Met1 routing:
(4 px per um) Supply wires on this layer in gray.
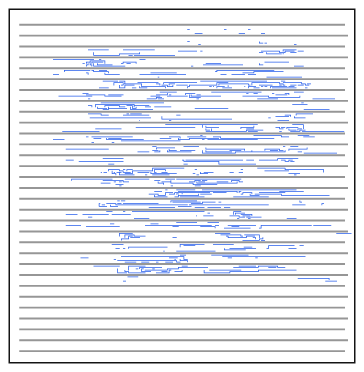
I/O pins on the die edge:
(4 px per um) Pins as bars across the die edge, other pins in gray.
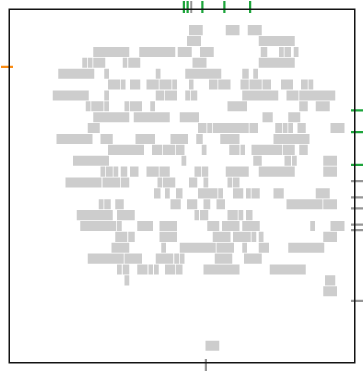
Met3 routing:
(4 px per um)
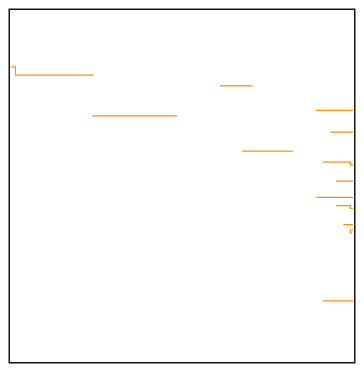
### src/rtl/bb_framer.sv
// Transmit framer for the Manchester baseband link: emits sync byte, payload
// bytes and a CRC-8 trailer, one bit per bit_en strobe.
module bb_framer #(
    parameter int         PAYLOAD_BYTES = 8,
    parameter logic [7:0] SYNC          = 8'h7F,
    parameter logic [7:0] CRC_POLY      = 8'h9B,
    parameter logic [7:0] CRC_INIT      = 8'h00
) (
    input  logic       clk,
    input  logic       rst_n,
    input  logic       bit_en,
    input  logic [7:0] in_data,
    input  logic       in_valid,
    output logic       in_ready,
    output logic       tx_bit,
    output logic       frame_start,
    output logic       busy,
    output logic       underrun
);

    localparam int BW = (PAYLOAD_BYTES > 1) ? $clog2(PAYLOAD_BYTES) : 1;
    localparam logic [BW-1:0] LAST_BYTE = BW'(PAYLOAD_BYTES - 1);

    typedef enum logic [1:0] {S_IDLE, S_SYNC, S_DATA, S_CRC} state_t;

    state_t          state_q, state_d;
    logic [2:0]      bitCnt_q, bitCnt_d;
    logic [BW-1:0]   byteCnt_q, byteCnt_d;
    logic [6:0]      shift_q, shift_d;
    logic [7:0]      crc_q, crc_d;
    logic            txBit_q, txBit_d;
    logic            frameStart_q, frameStart_d;
    logic            underrun_q, underrun_d;
    logic            startFrame, loadByte;
    logic [7:0]      payload;

    function automatic logic [7:0] crcStep(input logic [7:0] crc, input logic b);
        logic fb;
        fb = b ^ crc[7];
        return {crc[6:0], 1'b0} ^ (fb ? CRC_POLY : 8'h00);
    endfunction

    always_comb begin
        state_d      = state_q;
        bitCnt_d     = bitCnt_q;
        byteCnt_d    = byteCnt_q;
        shift_d      = shift_q;
        crc_d        = crc_q;
        txBit_d      = txBit_q;
        frameStart_d = 1'b0;
        underrun_d   = 1'b0;
        in_ready     = 1'b0;
        startFrame   = 1'b0;
        loadByte     = 1'b0;
        payload      = in_valid ? in_data : 8'h00;

        if (bit_en) begin
            case (state_q)
                S_IDLE: begin
                    startFrame = in_valid;
                    txBit_d    = 1'b0;
                end
                S_SYNC: begin
                    if (bitCnt_q == 3'd7) begin
                        in_ready  = 1'b1;
                        loadByte  = 1'b1;
                        byteCnt_d = '0;
                        state_d   = S_DATA;
                    end else begin
                        txBit_d  = shift_q[0];
                        shift_d  = {1'b0, shift_q[6:1]};
                        bitCnt_d = bitCnt_q + 3'd1;
                    end
                end
                S_DATA: begin
                    if (bitCnt_q == 3'd7 && byteCnt_q == LAST_BYTE) begin
                        txBit_d  = crc_q[7];
                        crc_d    = {crc_q[6:0], 1'b0};
                        bitCnt_d = 3'd0;
                        state_d  = S_CRC;
                    end else if (bitCnt_q == 3'd7) begin
                        in_ready  = 1'b1;
                        loadByte  = 1'b1;
                        byteCnt_d = byteCnt_q + BW'(1);
                    end else begin
                        txBit_d  = shift_q[0];
                        shift_d  = {1'b0, shift_q[6:1]};
                        crc_d    = crcStep(crc_q, shift_q[0]);
                        bitCnt_d = bitCnt_q + 3'd1;
                    end
                end
                S_CRC: begin
                    if (bitCnt_q == 3'd7) begin
                        startFrame = in_valid;
                        txBit_d    = 1'b0;
                        bitCnt_d   = 3'd0;
                        state_d    = S_IDLE;
                    end else begin
                        txBit_d  = crc_q[7];
                        crc_d    = {crc_q[6:0], 1'b0};
                        bitCnt_d = bitCnt_q + 3'd1;
                    end
                end
                default: state_d = S_IDLE;
            endcase
        end

        // A missing byte is replaced by zeros so the frame keeps its length.
        if (loadByte) begin
            txBit_d    = payload[0];
            shift_d    = payload[7:1];
            crc_d      = crcStep(crc_q, payload[0]);
            bitCnt_d   = 3'd0;
            underrun_d = ~in_valid;
        end

        if (startFrame) begin
            state_d      = S_SYNC;
            bitCnt_d     = 3'd0;
            byteCnt_d    = '0;
            txBit_d      = SYNC[0];
            shift_d      = SYNC[7:1];
            crc_d        = CRC_INIT;
            frameStart_d = 1'b1;
        end
    end

    always_ff @(posedge clk or negedge rst_n) begin
        if (!rst_n) begin
            state_q      <= S_IDLE;
            bitCnt_q     <= 3'd0;
            byteCnt_q    <= '0;
            shift_q      <= 7'd0;
            crc_q        <= CRC_INIT;
            txBit_q      <= 1'b0;
            frameStart_q <= 1'b0;
            underrun_q   <= 1'b0;
        end else begin
            state_q      <= state_d;
            bitCnt_q     <= bitCnt_d;
            byteCnt_q    <= byteCnt_d;
            shift_q      <= shift_d;
            crc_q        <= crc_d;
            txBit_q      <= txBit_d;
            frameStart_q <= frameStart_d;
            underrun_q   <= underrun_d;
        end
    end

    assign tx_bit      = txBit_q;
    assign frame_start = frameStart_q;
    assign underrun    = underrun_q;
    assign busy        = (state_q != S_IDLE);

endmodule
### config.mk
export PLATFORM = sky130hd
export DESIGN_NAME = bb_framer
export DESIGN_NICKNAME = d
export VERILOG_FILES = /design/src/rtl/bb_framer.sv
export SDC_FILE = /design/constraint.sdc
export NUM_CORES = 1
export LEC_CHECK = 0
export CAP_MARGIN = 0
export CORE_AREA = 2 2 84 86
export DETAILED_ROUTE_END_ITERATION = 8
export DIE_AREA = 0 0 86 88
export PLACE_DENSITY = 0.43
export SLEW_MARGIN = 30
export SYNTH_ARGS = -nofsm -noshare
export SYNTH_HDL_FRONTEND = slang
export SYNTH_SLANG_ARGS = --single-unit
### constraint.sdc
create_clock -name clk -period 3.21 [get_ports clk]
set_input_delay 0.321 -clock clk [delete_from_list [all_inputs] [get_ports clk]]
set_output_delay 0.321 -clock clk [all_outputs]
set_load 0.01 [all_outputs]
==> results.txt <==
Implementation results.

The detailed router used layers up to and including met4. The largest registers in the layout are crc_q (8), shift_q (7). Entering global routing, the biggest net connects 27 pins. The power report attributes to the combinational group a share of 0.499. The largest fanout on the critical path is 12.

The vias per cell is 4.78. The finished design was reported to have a net count of 215. The total number of H-tree levels is 1. The most congested layer reported by global routing is met2. For this design, the slowest cell found on the critical path is sky130_fd_sc_hd__clkdlybuf4s50_1. The insertion delay at the late pin of the worst-skew pair is 0.27 ns. Per the run summary, max-cap violations total 0. The internal portion of total power is 0.000899 W. The number of buffers added to fix hold violations after cts is 0. The combinational power reported by the tool is 0.000766 W. The post-layout minimum cycle time is 2.87 ns. The data arrival time of the worst path is 2.55 ns. The fraction of power consumed by the clock network is 0.139. The flow ran to the end, and the final reports show no timing, DRC or antenna violations. The endpoint of the lowest-slack register-to-register path is crc_q[5].

The standard-cell row count is 30. The pin slew with the least headroom to its limit is 0.634 ns. The detail route stage leaves a number of antenna-violating nets equal to 0. The number of CTS-inserted buffers is 3. The cell that appears most often on the critical path is sky130_fd_sc_hd__inv_1. The chip area line in the Yosys stat output reads 1630 um^2.

The share of total power in sequential cells is 0.361. Of the synthesized area, sequential elements account for 0.400. For reference, the critical path cell chain is inv_1, ha_1, nand2b_4, o21ai_4, nand2_1, inv_1, clkdlybuf4s50_1. The global router's overall resource usage is 0.101. The final worst clock skew is 0.00563 ns. The total clock network power is 0.000213 W. Synthesis handed over a netlist of 171 instances. On met3, the global router reports a usage of 0.0264. The launching element type of the critical path is a flop. The number of antenna violations at the first check in global routing was 0. Prior to clock tree synthesis, the placed netlist has a worst setup slack of 0.634 ns. For the final routed database, the setup TNS stands at 0 ns. According to the I/O placement log, the pin count is 17. Counting flops and latches in the post-synthesis netlist gives 26. The timing report gives the worst reg2reg path a setup slack of 0.87 ns. The post-CTS repair timing setup buffer count is 0. The largest register by flop count is crc_q. In the global route stage, met2 resource usage came out at 0.162.

The worst-case max-slew headroom was logged as 0.575. Each instance of the synthesized netlist takes up on average 9.51 um^2. The reported net switching power is 0.000634 W. TritonCTS built the clock tree. The final hold violation count recorded for this run is 0. The last timing report of the flow puts the setup violation total at 0.

Wire segments on met3 add up to 113 um in the final route. The tally of OpenROAD warnings is 34. The total nets after synthesis is 197. In the Yosys report the total cell count is 171.

The flip-flop count of the largest register after layout is 8. The highest supply drop recorded on VDD is 177 uV. The tree is rooted in a sky130_fd_sc_hd__clkbuf_8. Of the cells placed in the final design, the portion with a size suffix greater than 1 is 0.0904. The netlist uses 42 different library cells. The share of the clock period used by the worst path after layout is 0.895. Summing every instance area after synthesis gives 1630 um^2. The clock tree buffer depth is 2. The initial core utilization is 0.245. The worst flop-to-flop path startpoint is bitCnt_q[0].

Switching power as a fraction of the total was reported as 0.414. The dominant power group is combinational cells. The depth of the worst register-to-register path is 8. The clock tree has to reach 26 sinks. Across all setup checks in the final design, the least slack found is 0.336 ns. The number of enable-type register cells in the synthesized netlist is 0. The chip area is 7570 um^2.

For this run the aggregate overflow at the end of global routing stands at 0. The starting DRC count in detailed routing is 64. Before antenna repair, the detailed router went through 4 iterations. The worst hold-check path type is in -> async. Counting the warning lines in the Yosys log gives 0. The first global-routing pass estimated 6110 um of wire. The power report puts the leakage power at 0.842 nW.

Setup repair after global routing left no endpoint under its margin. The worst setup path is captured at a primary output. The last weighted congestion value of the routability-driven placer is 0.708. Per the post-CTS timing run, clock transition at the registers of the reported paths is 0.09 ns. The data required time reported for the critical path is 2.89 ns. The number of gates resized after CTS was 0. The timing report gives the biggest stage delay along the critical path as 0.55 ns. In the synthesized netlist the async set-or-reset flop fraction comes to 1.00. The amount of wire on met2 after detailed routing is 1660 um.

The synthesis report names the predominant flop master as sky130_fd_sc_hd__dfrtp_1.
## Picture notes: 'met1 routing'
wire length on this layer: 1860 um
longest straight run: 23.5 um
main direction: horizontal
Routed WL: 3650 um
met1 Usage GRT: 0.140
routed via count: 1282

## Picture notes: 'I/O pins on the die edge'
legend:
  orange:
    port: clk
    pins: 1
    direction: input
    edge: left
  green:
    port: in_data
    pins: 8
    direction: input
    edge: 5 top, 3 right
die outline width: 86 um
number of port buffers: 16
Die Y: 88 um

## Picture notes: 'met3 routing'
wire length on this layer: 114 um
nets with wire on the layer: 12

==> placed cells by master, fill, tap and decap left out, types with 4 or more instances in the layout <==
cell,synthesis,layout
sky130_fd_sc_hd__ha_1,14,14
sky130_fd_sc_hd__o221ai_1,4,4
sky130_fd_sc_hd__nor2_1,10,10
sky130_fd_sc_hd__inv_1,13,13
sky130_fd_sc_hd__and3_1,7,7
sky130_fd_sc_hd__a221oi_1,6,6
sky130_fd_sc_hd__dfrtp_1,26,26
sky130_fd_sc_hd__clkdlybuf4s50_1,0,16
sky130_fd_sc_hd__a21oi_1,5,5
sky130_fd_sc_hd__nand2_1,24,24
sky130_fd_sc_hd__buf_4,2,4
sky130_fd_sc_hd__clkbuf_8,1,4
sky130_fd_sc_hd__o21ai_0,14,14
==> kinds of logic after synthesis <==
group,after synthesis,synth area share
buf+inv,21,0.0685
mux,1,0.00692
fa+ha+maj,14,0.108
compound gates,50,0.232
flops,26,0.400
simple gates,57,0.174
xor+xnor,2,0.0108
==> critical path, delay by kind of cell, from the launching register on <==
family                   cells  cell delay (ns)
flip-flops                   1             0.43
adder cells (fa/ha/maj)      1             0.46
AND-OR/OR-AND                1             0.16
AND/OR/NAND/NOR              2             0.34
buffers and inverters        3             0.89
==> stage by stage <==
| step | cell area, um^2 | hold WS, ns | util | cells | power (W) |
|---|---|---|---|---|---|
| final | 1910 | 0.420 | 0.288 | 268 | 0.00153 |
| after global routing | 1910 | 0.444 | 0.288 | 268 | 0.00170 |
| after CTS | 1910 | 0.437 | 0.288 | 268 | 0.00156 |
| after detailed placement | 1860 | 0.474 | 0.280 | 264 | 0.00133 |
| after global placement | 1860 | 0.472 | 0.280 | 264 | 0.00133 |
| after floorplan | 1630 | 0.0254 | - | 171 | 0.00115 |
==> how the worst max path moves through the flow <==
stage / start / to / slack [ns] / cells past startpoint
3_5_place_dp: state_q[0] / in_ready / 0.63 / 7
3_3_place_gp: state_q[0] / in_ready / 0.69 / 7
5_1_grt: state_q[0] / in_ready / 0.14 / 7
2_1_floorplan: bitCnt_q[0] / crc_q[1] / 1.19 / 7
4_1_cts: state_q[0] / in_ready / 0.31 / 7
6_report: state_q[0] / in_ready / 0.34 / 7
==> layout make-up <==
| class | instances | area, um^2 |
|---|---|---|
| fill | 700 | 4730 |
| multi-input combinational | 124 | 865 |
| sequential | 26 | 651 |
| timing repair buffer | 20 | 190 |
| tap | 80 | 100 |
| clock buffer | 4 | 55.1 |
| inverter | 14 | 52.6 |
==> synthesized netlist by cell type, drive strengths merged, types with 3 or more instances <==
| library cell | number | area (um^2) |
|---|---|---|
| a21oi | 5 | 25.0 |
| a221oi | 6 | 52.6 |
| a22o | 3 | 26.3 |
| and3 | 8 | 51.3 |
| buf | 4 | 37.5 |
| clkbuf | 3 | 21.3 |
| dfrtp | 26 | 651 |
| ha | 14 | 175 |
| inv | 14 | 52.6 |
| nand2 | 25 | 96.4 |
| nand2b | 3 | 26.3 |
| nand4 | 3 | 18.8 |
| nor2 | 10 | 37.5 |
| o211ai | 3 | 22.5 |
| o21ai | 15 | 86.3 |
| o221ai | 4 | 35.0 |
No activity file was given, so power comes from the tool's default toggle rates.
